[config.mk]
export PLATFORM = sky130hd
export DESIGN_NAME = control_multi
export DESIGN_NICKNAME = d
export VERILOG_FILES = /design/src/rtl/control_pkg.sv /design/src/rtl/mem_wait_timer.sv /design/src/rtl/control_multi.sv
export SDC_FILE = /design/constraint.sdc
export NUM_CORES = 1
export LEC_CHECK = 0
export ABC_AREA = 1
export CAP_MARGIN = 40
export CORE_MARGIN = 5
export CORE_UTILIZATION = 39
export DETAILED_ROUTE_END_ITERATION = 16
export PLACE_DENSITY = 0.64
export SETUP_SLACK_MARGIN = 0.15
export SLEW_MARGIN = 20
export SYNTH_ARGS = -nofsm -noshare
export SYNTH_HDL_FRONTEND = slang
export SYNTH_SLANG_ARGS = --single-unit
[constraint.sdc]
create_clock -name clk -period 2.6 [get_ports clk]
set_input_delay 0.39 -clock clk [delete_from_list [all_inputs] [get_ports clk]]
set_output_delay 0.39 -clock clk [all_outputs]
set_load 0.005 [all_outputs]
[src/rtl/control_pkg.sv]
// Shared opcodes, state encoding, datapath select codes and trap codes for control_multi.
package control_pkg;

    localparam int unsigned OP_W = 6;

    localparam logic [OP_W-1:0] OP_R    = 6'd0;
    localparam logic [OP_W-1:0] OP_J    = 6'd2;
    localparam logic [OP_W-1:0] OP_JAL  = 6'd3;
    localparam logic [OP_W-1:0] OP_BEQ  = 6'd4;
    localparam logic [OP_W-1:0] OP_ADDI = 6'd8;
    localparam logic [OP_W-1:0] OP_LW   = 6'd35;
    localparam logic [OP_W-1:0] OP_SW   = 6'd43;

    typedef enum logic [3:0] {
        S_FETCH, S_DECODE, S_MEMADR, S_MEMRD, S_MEMWB, S_MEMWR, S_EXEC,
        S_RWB, S_BRANCH, S_JUMP, S_JAL, S_ADDIEX, S_ADDIWB, S_ERR
    } state_e;

    localparam logic [1:0] ALUB_REG   = 2'b00;
    localparam logic [1:0] ALUB_FOUR  = 2'b01;
    localparam logic [1:0] ALUB_IMM   = 2'b10;
    localparam logic [1:0] ALUB_IMMSH = 2'b11;

    localparam logic [1:0] ALUOP_ADD   = 2'b00;
    localparam logic [1:0] ALUOP_SUB   = 2'b01;
    localparam logic [1:0] ALUOP_FUNCT = 2'b10;

    localparam logic [1:0] PCSRC_ALU    = 2'b00;
    localparam logic [1:0] PCSRC_ALUOUT = 2'b01;
    localparam logic [1:0] PCSRC_JUMP   = 2'b10;

    localparam logic [1:0] TRAP_NONE    = 2'b00;
    localparam logic [1:0] TRAP_ILLEGAL = 2'b01;
    localparam logic [1:0] TRAP_TIMEOUT = 2'b10;

    // Control word driven onto the multi-cycle datapath
    typedef struct packed {
        logic       pc_write;
        logic       pc_write_cond;
        logic       i_or_d;
        logic       mem_read;
        logic       mem_write;
        logic       ir_write;
        logic       mem_to_reg;
        logic       reg_write;
        logic       reg_dst;
        logic       alu_src_a;
        logic       link;
        logic [1:0] alu_src_b;
        logic [1:0] alu_op;
        logic [1:0] pc_source;
    } ctrl_t;

    // States that wait on the memory handshake
    function automatic logic is_mem_state(state_e s);
        return (s == S_FETCH) || (s == S_MEMRD) || (s == S_MEMWR);
    endfunction

endpackage

[src/rtl/mem_wait_timer.sv]
// Per-memory-state wait counter: gates mem_ready by a minimum wait and flags a timeout.
module mem_wait_timer #(
    parameter int unsigned MEM_WAIT = 0,
    parameter int unsigned TIMEOUT  = 16
) (
    input  logic clk,
    input  logic rst_n,
    input  logic mem_state_i,
    input  logic clear_i,
    input  logic mem_ready_i,
    output logic accept_c_o,
    output logic timeout_c_o
);

    localparam int unsigned MAX_V = (MEM_WAIT > TIMEOUT) ? MEM_WAIT : TIMEOUT;
    localparam int unsigned CW    = $clog2(MAX_V + 2);
    localparam bit          TO_EN = (TIMEOUT != 0);

    logic [CW-1:0] cnt_q, cnt_d;
    logic [31:0]   cnt_p1;

    // Count cycles spent in the current memory state, saturating; restart on any state change
    always_comb begin
        cnt_d = cnt_q;
        if (clear_i) begin
            cnt_d = '0;
        end else if (mem_state_i && (cnt_q != '1)) begin
            cnt_d = cnt_q + CW'(1);
        end
    end

    // Counter register
    always_ff @(posedge clk or negedge rst_n) begin
        if (!rst_n) cnt_q <= '0;
        else        cnt_q <= cnt_d;
    end

    assign cnt_p1      = 32'(cnt_q) + 32'd1;
    assign accept_c_o  = mem_state_i & mem_ready_i & (cnt_p1 > MEM_WAIT);
    assign timeout_c_o = TO_EN & mem_state_i & (cnt_p1 == TIMEOUT);

endmodule

[src/rtl/control_multi.sv]
// Multi-cycle MIPS control FSM with memory handshake, retire counter and sticky trap.
// Build option: define CTRL_ADDI_EN to make opcode 8 (ADDI) legal; otherwise it traps as illegal.
module control_multi
    import control_pkg::*;
#(
    parameter int unsigned MEM_WAIT = 0,
    parameter int unsigned TIMEOUT  = 16,
    parameter int unsigned CNT_W    = 32
) (
    input  logic             clk,
    input  logic             rst_n,
    input  logic [31:0]      instr,
    input  logic             mem_ready,
    output logic             PCWrite,
    output logic             PCWriteCond,
    output logic             IorD,
    output logic             MemRead,
    output logic             MemWrite,
    output logic             IRWrite,
    output logic             MemtoReg,
    output logic             RegWrite,
    output logic             RegDst,
    output logic             ALUSrcA,
    output logic             Link,
    output logic [1:0]       ALUSrcB,
    output logic [1:0]       ALUOp,
    output logic [1:0]       PCSource,
    output logic [CNT_W-1:0] retired,
    output logic             trap,
    output logic [1:0]       trap_code
);

    state_e           state_q, state_d;
    logic [CNT_W-1:0] retired_q, retired_d;
    logic             trap_q, trap_d;
    logic [1:0]       trap_code_q, trap_code_d;
    ctrl_t            ctrl_c;
    logic [OP_W-1:0]  opcode;
    logic             mem_accept_c, timeout_c;

    assign opcode = instr[31:26];

    mem_wait_timer #(
        .MEM_WAIT (MEM_WAIT),
        .TIMEOUT  (TIMEOUT)
    ) u_timer (
        .clk         (clk),
        .rst_n       (rst_n),
        .mem_state_i (is_mem_state(state_q)),
        .clear_i     (state_d != state_q),
        .mem_ready_i (mem_ready),
        .accept_c_o  (mem_accept_c),
        .timeout_c_o (timeout_c)
    );

    // Next state, trap/retire bookkeeping and Moore control decode
    always_comb begin
        state_d     = state_q;
        trap_d      = trap_q;
        trap_code_d = trap_code_q;
        retired_d   = retired_q;
        ctrl_c      = '0;

        case (state_q)
            S_FETCH: begin
                ctrl_c.mem_read  = 1'b1;
                ctrl_c.alu_src_b = ALUB_FOUR;
                ctrl_c.alu_op    = ALUOP_ADD;
                ctrl_c.pc_source = PCSRC_ALU;
                ctrl_c.pc_write  = mem_accept_c;
                ctrl_c.ir_write  = mem_accept_c;
                if (mem_accept_c) begin
                    state_d = S_DECODE;
                end else if (timeout_c) begin
                    state_d     = S_ERR;
                    trap_code_d = TRAP_TIMEOUT;
                end
            end
            S_DECODE: begin
                ctrl_c.alu_src_b = ALUB_IMMSH;
                if (instr == '0) begin
                    state_d = S_FETCH;
                end else begin
                    case (opcode)
                        OP_R:            state_d = S_EXEC;
                        OP_LW, OP_SW:    state_d = S_MEMADR;
                        OP_BEQ:          state_d = S_BRANCH;
                        OP_J:            state_d = S_JUMP;
                        OP_JAL:          state_d = S_JAL;
`ifdef CTRL_ADDI_EN
                        OP_ADDI:         state_d = S_ADDIEX;
`endif
                        default: begin
                            state_d     = S_ERR;
                            trap_code_d = TRAP_ILLEGAL;
                        end
                    endcase
                end
            end
            S_MEMADR: begin
                ctrl_c.alu_src_a = 1'b1;
                ctrl_c.alu_src_b = ALUB_IMM;
                state_d = (opcode == OP_LW) ? S_MEMRD : S_MEMWR;
            end
            S_MEMRD: begin
                ctrl_c.mem_read = 1'b1;
                ctrl_c.i_or_d   = 1'b1;
                if (mem_accept_c) begin
                    state_d = S_MEMWB;
                end else if (timeout_c) begin
                    state_d     = S_ERR;
                    trap_code_d = TRAP_TIMEOUT;
                end
            end
            S_MEMWB: begin
                ctrl_c.reg_write  = 1'b1;
                ctrl_c.mem_to_reg = 1'b1;
                state_d = S_FETCH;
            end
            S_MEMWR: begin
                ctrl_c.mem_write = 1'b1;
                ctrl_c.i_or_d    = 1'b1;
                if (mem_accept_c) begin
                    state_d = S_FETCH;
                end else if (timeout_c) begin
                    state_d     = S_ERR;
                    trap_code_d = TRAP_TIMEOUT;
                end
            end
            S_EXEC: begin
                ctrl_c.alu_src_a = 1'b1;
                ctrl_c.alu_src_b = ALUB_REG;
                ctrl_c.alu_op    = ALUOP_FUNCT;
                state_d = S_RWB;
            end
            S_RWB: begin
                ctrl_c.reg_write = 1'b1;
                ctrl_c.reg_dst   = 1'b1;
                state_d = S_FETCH;
            end
            S_BRANCH: begin
                ctrl_c.alu_src_a     = 1'b1;
                ctrl_c.alu_op        = ALUOP_SUB;
                ctrl_c.pc_write_cond = 1'b1;
                ctrl_c.pc_source     = PCSRC_ALUOUT;
                state_d = S_FETCH;
            end
            S_JUMP: begin
                ctrl_c.pc_write  = 1'b1;
                ctrl_c.pc_source = PCSRC_JUMP;
                state_d = S_FETCH;
            end
            S_JAL: begin
                ctrl_c.pc_write  = 1'b1;
                ctrl_c.pc_source = PCSRC_JUMP;
                ctrl_c.reg_write = 1'b1;
                ctrl_c.link      = 1'b1;
                state_d = S_FETCH;
            end
            S_ADDIEX: begin
                ctrl_c.alu_src_a = 1'b1;
                ctrl_c.alu_src_b = ALUB_IMM;
                ctrl_c.alu_op    = ALUOP_ADD;
                state_d = S_ADDIWB;
            end
            S_ADDIWB: begin
                ctrl_c.reg_write = 1'b1;
                state_d = S_FETCH;
            end
            S_ERR: begin
                state_d = S_ERR;
            end
            default: begin
                state_d     = S_ERR;
                trap_code_d = TRAP_ILLEGAL;
            end
        endcase

        if (state_d == S_ERR) trap_d = 1'b1;
        if ((state_d == S_FETCH) && (state_q != S_FETCH) && (state_q != S_ERR)) begin
            retired_d = retired_q + CNT_W'(1);
        end
    end

    // State, retire counter and trap registers
    always_ff @(posedge clk or negedge rst_n) begin
        if (!rst_n) begin
            state_q     <= S_FETCH;
            retired_q   <= '0;
            trap_q      <= 1'b0;
            trap_code_q <= TRAP_NONE;
        end else begin
            state_q     <= state_d;
            retired_q   <= retired_d;
            trap_q      <= trap_d;
            trap_code_q <= trap_code_d;
        end
    end

    assign PCWrite     = ctrl_c.pc_write;
    assign PCWriteCond = ctrl_c.pc_write_cond;
    assign IorD        = ctrl_c.i_or_d;
    assign MemRead     = ctrl_c.mem_read;
    assign MemWrite    = ctrl_c.mem_write;
    assign IRWrite     = ctrl_c.ir_write;
    assign MemtoReg    = ctrl_c.mem_to_reg;
    assign RegWrite    = ctrl_c.reg_write;
    assign RegDst      = ctrl_c.reg_dst;
    assign ALUSrcA     = ctrl_c.alu_src_a;
    assign Link        = ctrl_c.link;
    assign ALUSrcB     = ctrl_c.alu_src_b;
    assign ALUOp       = ctrl_c.alu_op;
    assign PCSource    = ctrl_c.pc_source;
    assign retired     = retired_q;
    assign trap        = trap_q;
    assign trap_code   = trap_code_q;

endmodule

==> GITHUB_STEP_SUMMARY <==
### Flow metrics

| Metric | Value |
|---|---|
| Status | `finished clean` |
| RSZ-0062 raised after global routing | `true` |
| Vias | `3638` |
| DRC viols | `0` |
| Peak Freq | `419.3 MHz` |
| Total GRT Usage | `0.2034` |
| Post-Syn Instances | `483` |
| Ratio of cells with drive above 1 in the final layout | `0.1655` |
| Ys async rst share | `1.000` |
| Main flop type | `dfrtp_1` |
| Vias per cell | `5.220` |
| Actual slew at the worst max-slew pin | `0.5259 ns` |
| Worst ir drop on vdd | `0.6764 mV` |
| Max Buffers Root-to-Sink | `2` |
| Cell chain of the critical path | `ha_2 -> nand2_2 -> nor2_1 -> ha_1 -> nor2_1 -> nand3_2 -> nand3_2 -> nand3_2 -> nor2_4 -> inv_2 -> nor2_4 -> buf_12 -> nand2_8 -> nand2_1 -> o21ai_2` |
| GRT met2 Usage | `0.3554` |
| Synth logic family | `simple AND/OR/NAND/NOR gates` |
| FILL cells | `752` |
| Top cells by count | `159 x nand2_1, 80 x nor2_1, 50 x nand3_1, 44 x dfrtp_1, 35 x inv_1` |
| CTS tree | `done` |
| Simple-gate area share of the yosys netlist | `0.4529` |
| Yosys warns | `0` |
| Top Usage Layer GRT | `met2` |
| I/O pin count | `87` |
| Dpl hpwl | `7.696 mm` |
| Top cells, area | `dfrtp_1 34%, nand2_1 18%, nor2_1 9.3%` |
| Number of global-route vias before repair | `3394` |
| Rel. slew slack | `0.6494` |
| Clock sink total | `44` |
| # diodes | `0` |
| Logic pwr share | `0.704` |
| Switching pwr | `0.002233 W` |
| Crit-path slowest cell | `dfrtp_1` |
| Complex Gates by Area | `0.03800` |
| Hold Violations, Final | `0` |
| CP Launch Type | `flip-flop` |
| Worst stage delay on the critical path | `0.39 ns` |
| Gr ovfl total | `0` |
| Cts hold-fix bufs | `0` |
| Post-Syn Area per Cell | `6.681 um^2` |
| Routed wire length | `10.78 mm` |
| Crit path time final | `2.385 ns` |
==> worst paths after layout <==
| path | to | slack, ns | cells after the start | start |
|---|---|---|---|---|
| worst max-delay path | retired[16] | 0.22 | 15 | u_timer.cnt_q[1] |
| worst min-delay path | retired[27] | 0.05 | 1 | rst_n |
| worst max register to register | retired[16] | 0.22 | 15 | u_timer.cnt_q[1] |
| worst min register to register | trap_code[0] | 0.49 | 2 | trap_code[0] |
| max in group asynchronous | state_q[1] | 2.03 | 2 | rst_n |
| min in group clk | trap_code[0] | 0.49 | 2 | trap_code[0] |
==> area by class of cell <==
class / instances / area [um^2] / share of cell area
clock inverters: 1 / 7.507 / 0.001554
multi-input cells: 395 / 2220 / 0.4595
clock buffers: 7 / 86.33 / 0.01787
inverters: 38 / 142.6 / 0.02953
flip-flops and latches: 44 / 1104 / 0.2284
repair buffers: 107 / 1140 / 0.2359
well taps: 105 / 131.4 / 0.02720
==> state kept, by name (all words and copies together), names as in the netlist <==
signal,count
trap,1
trap_code,2
u_timer.cnt_q,5
retired,32
state_q,4
==> kinds of logic after synthesis <==
logic type                 Yosys count
and+or+nand+nor                    338
DFF                                 44
AOI/OAI and AO/OA                   18
muxes                                1
xor gates and xnor gates            32
buffers and inverters               47
adders and majority gates            3
==> stage by stage <==
stage | std cells | util | TNS, ns | total power [W] | instance area [um^2]
3_3_place_gp | 673 | 0.5167 | 0 | 0.002795 | 4203
4_1_cts | 684 | 0.5361 | 0 | 0.003334 | 4360
5_1_grt | 697 | 0.5939 | 0 | 0.004886 | 4831
2_1_floorplan | 483 | - | 0 | 0.002150 | 3227
3_5_place_dp | 674 | 0.5201 | -0.07697 | 0.002826 | 4230
6_report | 697 | 0.5939 | 0 | 0.004607 | 4831
==> power by group through the flow <==
stage               combinational (W)  sequential [W]  clock, W
floorplan                     0.00128        0.000870         0
global placement              0.00190        0.000897         0
detailed placement            0.00193        0.000898         0
CTS                           0.00197        0.000885  0.000480
global route                  0.00346        0.000907  0.000518
finish                        0.00324        0.000893  0.000469
==> timing repair <==
item / in CTS / in global routing
resized: 7 / 68
buffers inserted: 2 / 8
cloned: 0 / 5
pin swaps: 1 / 34
setup endpoints to repair: 39 / 39
==> cell usage in the layout, fill, tap and decap left out, types with 14 or more instances in the layout <==
cell / count
clkdlybuf4s50_1: 83
nand2_1: 152
dfrtp_1: 42
xnor2_1: 16
nor3_1: 14
nor2_1: 72
nand3_1: 24
xor2_1: 16
inv_1: 35
nand3_2: 26
==> layer usage <==
layer  up-vias  wire (um)
met5         -          0
met1      1729       4565
li1       1772          -
met2       122       5500
met3        15        554
met4         0        155
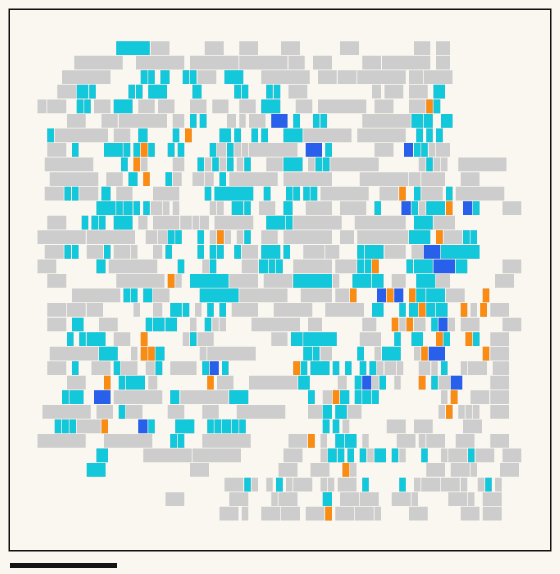
**Above:** selected gate families.
Scale bar: 20 um.
legend:
  cyan:
    family: NAND gates
    cells: 232
  orange:
    family: inverters
    cells: 38
  blue:
    family: inverting AOI/OAI gates
    cells: 16
Layout Cells excl Fill: 697
dominant logic cell type in the layout: nand2_1
logic share of the area: 0.4595

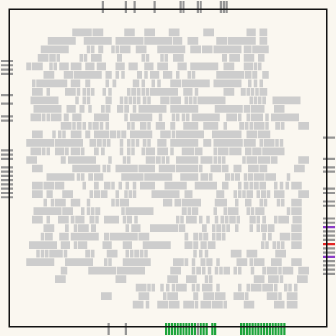
**Above:** pin placement.
Pins as bars across the die edge, other pins in grey.
legend:
  purple:
    port: ALUSrcB
    pins: 2
    direction: output
    edge: right
  red:
    port: PCWriteCond
    pins: 1
    direction: output
    edge: right
  green:
    port: instr
    pins: 32
    direction: input
    edge: bottom
Port Buf Inserts: 86
Die Wd: 101.0 um
die height: 101.0 um

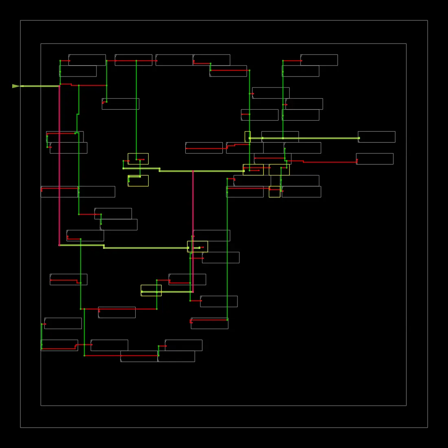
**Above:** clock routing.
Setup Skew: 0.01030 ns
flip-flops: 44
clock buffer count: 7

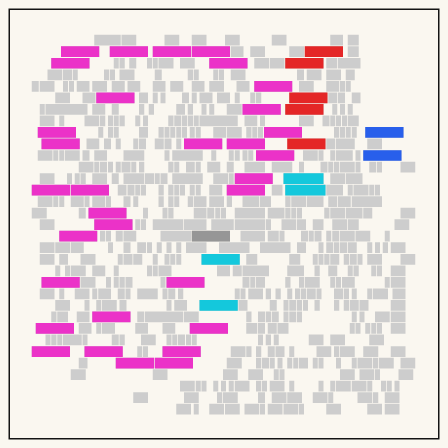
**Above:** register map, names as in the netlist.
Other sequential cells in the stronger grey, the rest of the logic in the fainter grey.
legend:
  blue:
    name_in_the_netlist: trap_code
    placed_flops: 2
  magenta:
    name_in_the_netlist: retired
    placed_flops: 32
  cyan:
    name_in_the_netlist: state_q
    placed_flops: 4
    where: centre
  red:
    name_in_the_netlist: u_timer.cnt_q
    placed_flops: 5
not coloured: 1
Core Util, Final: 0.5939
Seq group: 0.000893 W

Power is estimated from default activity; no workload was simulated.
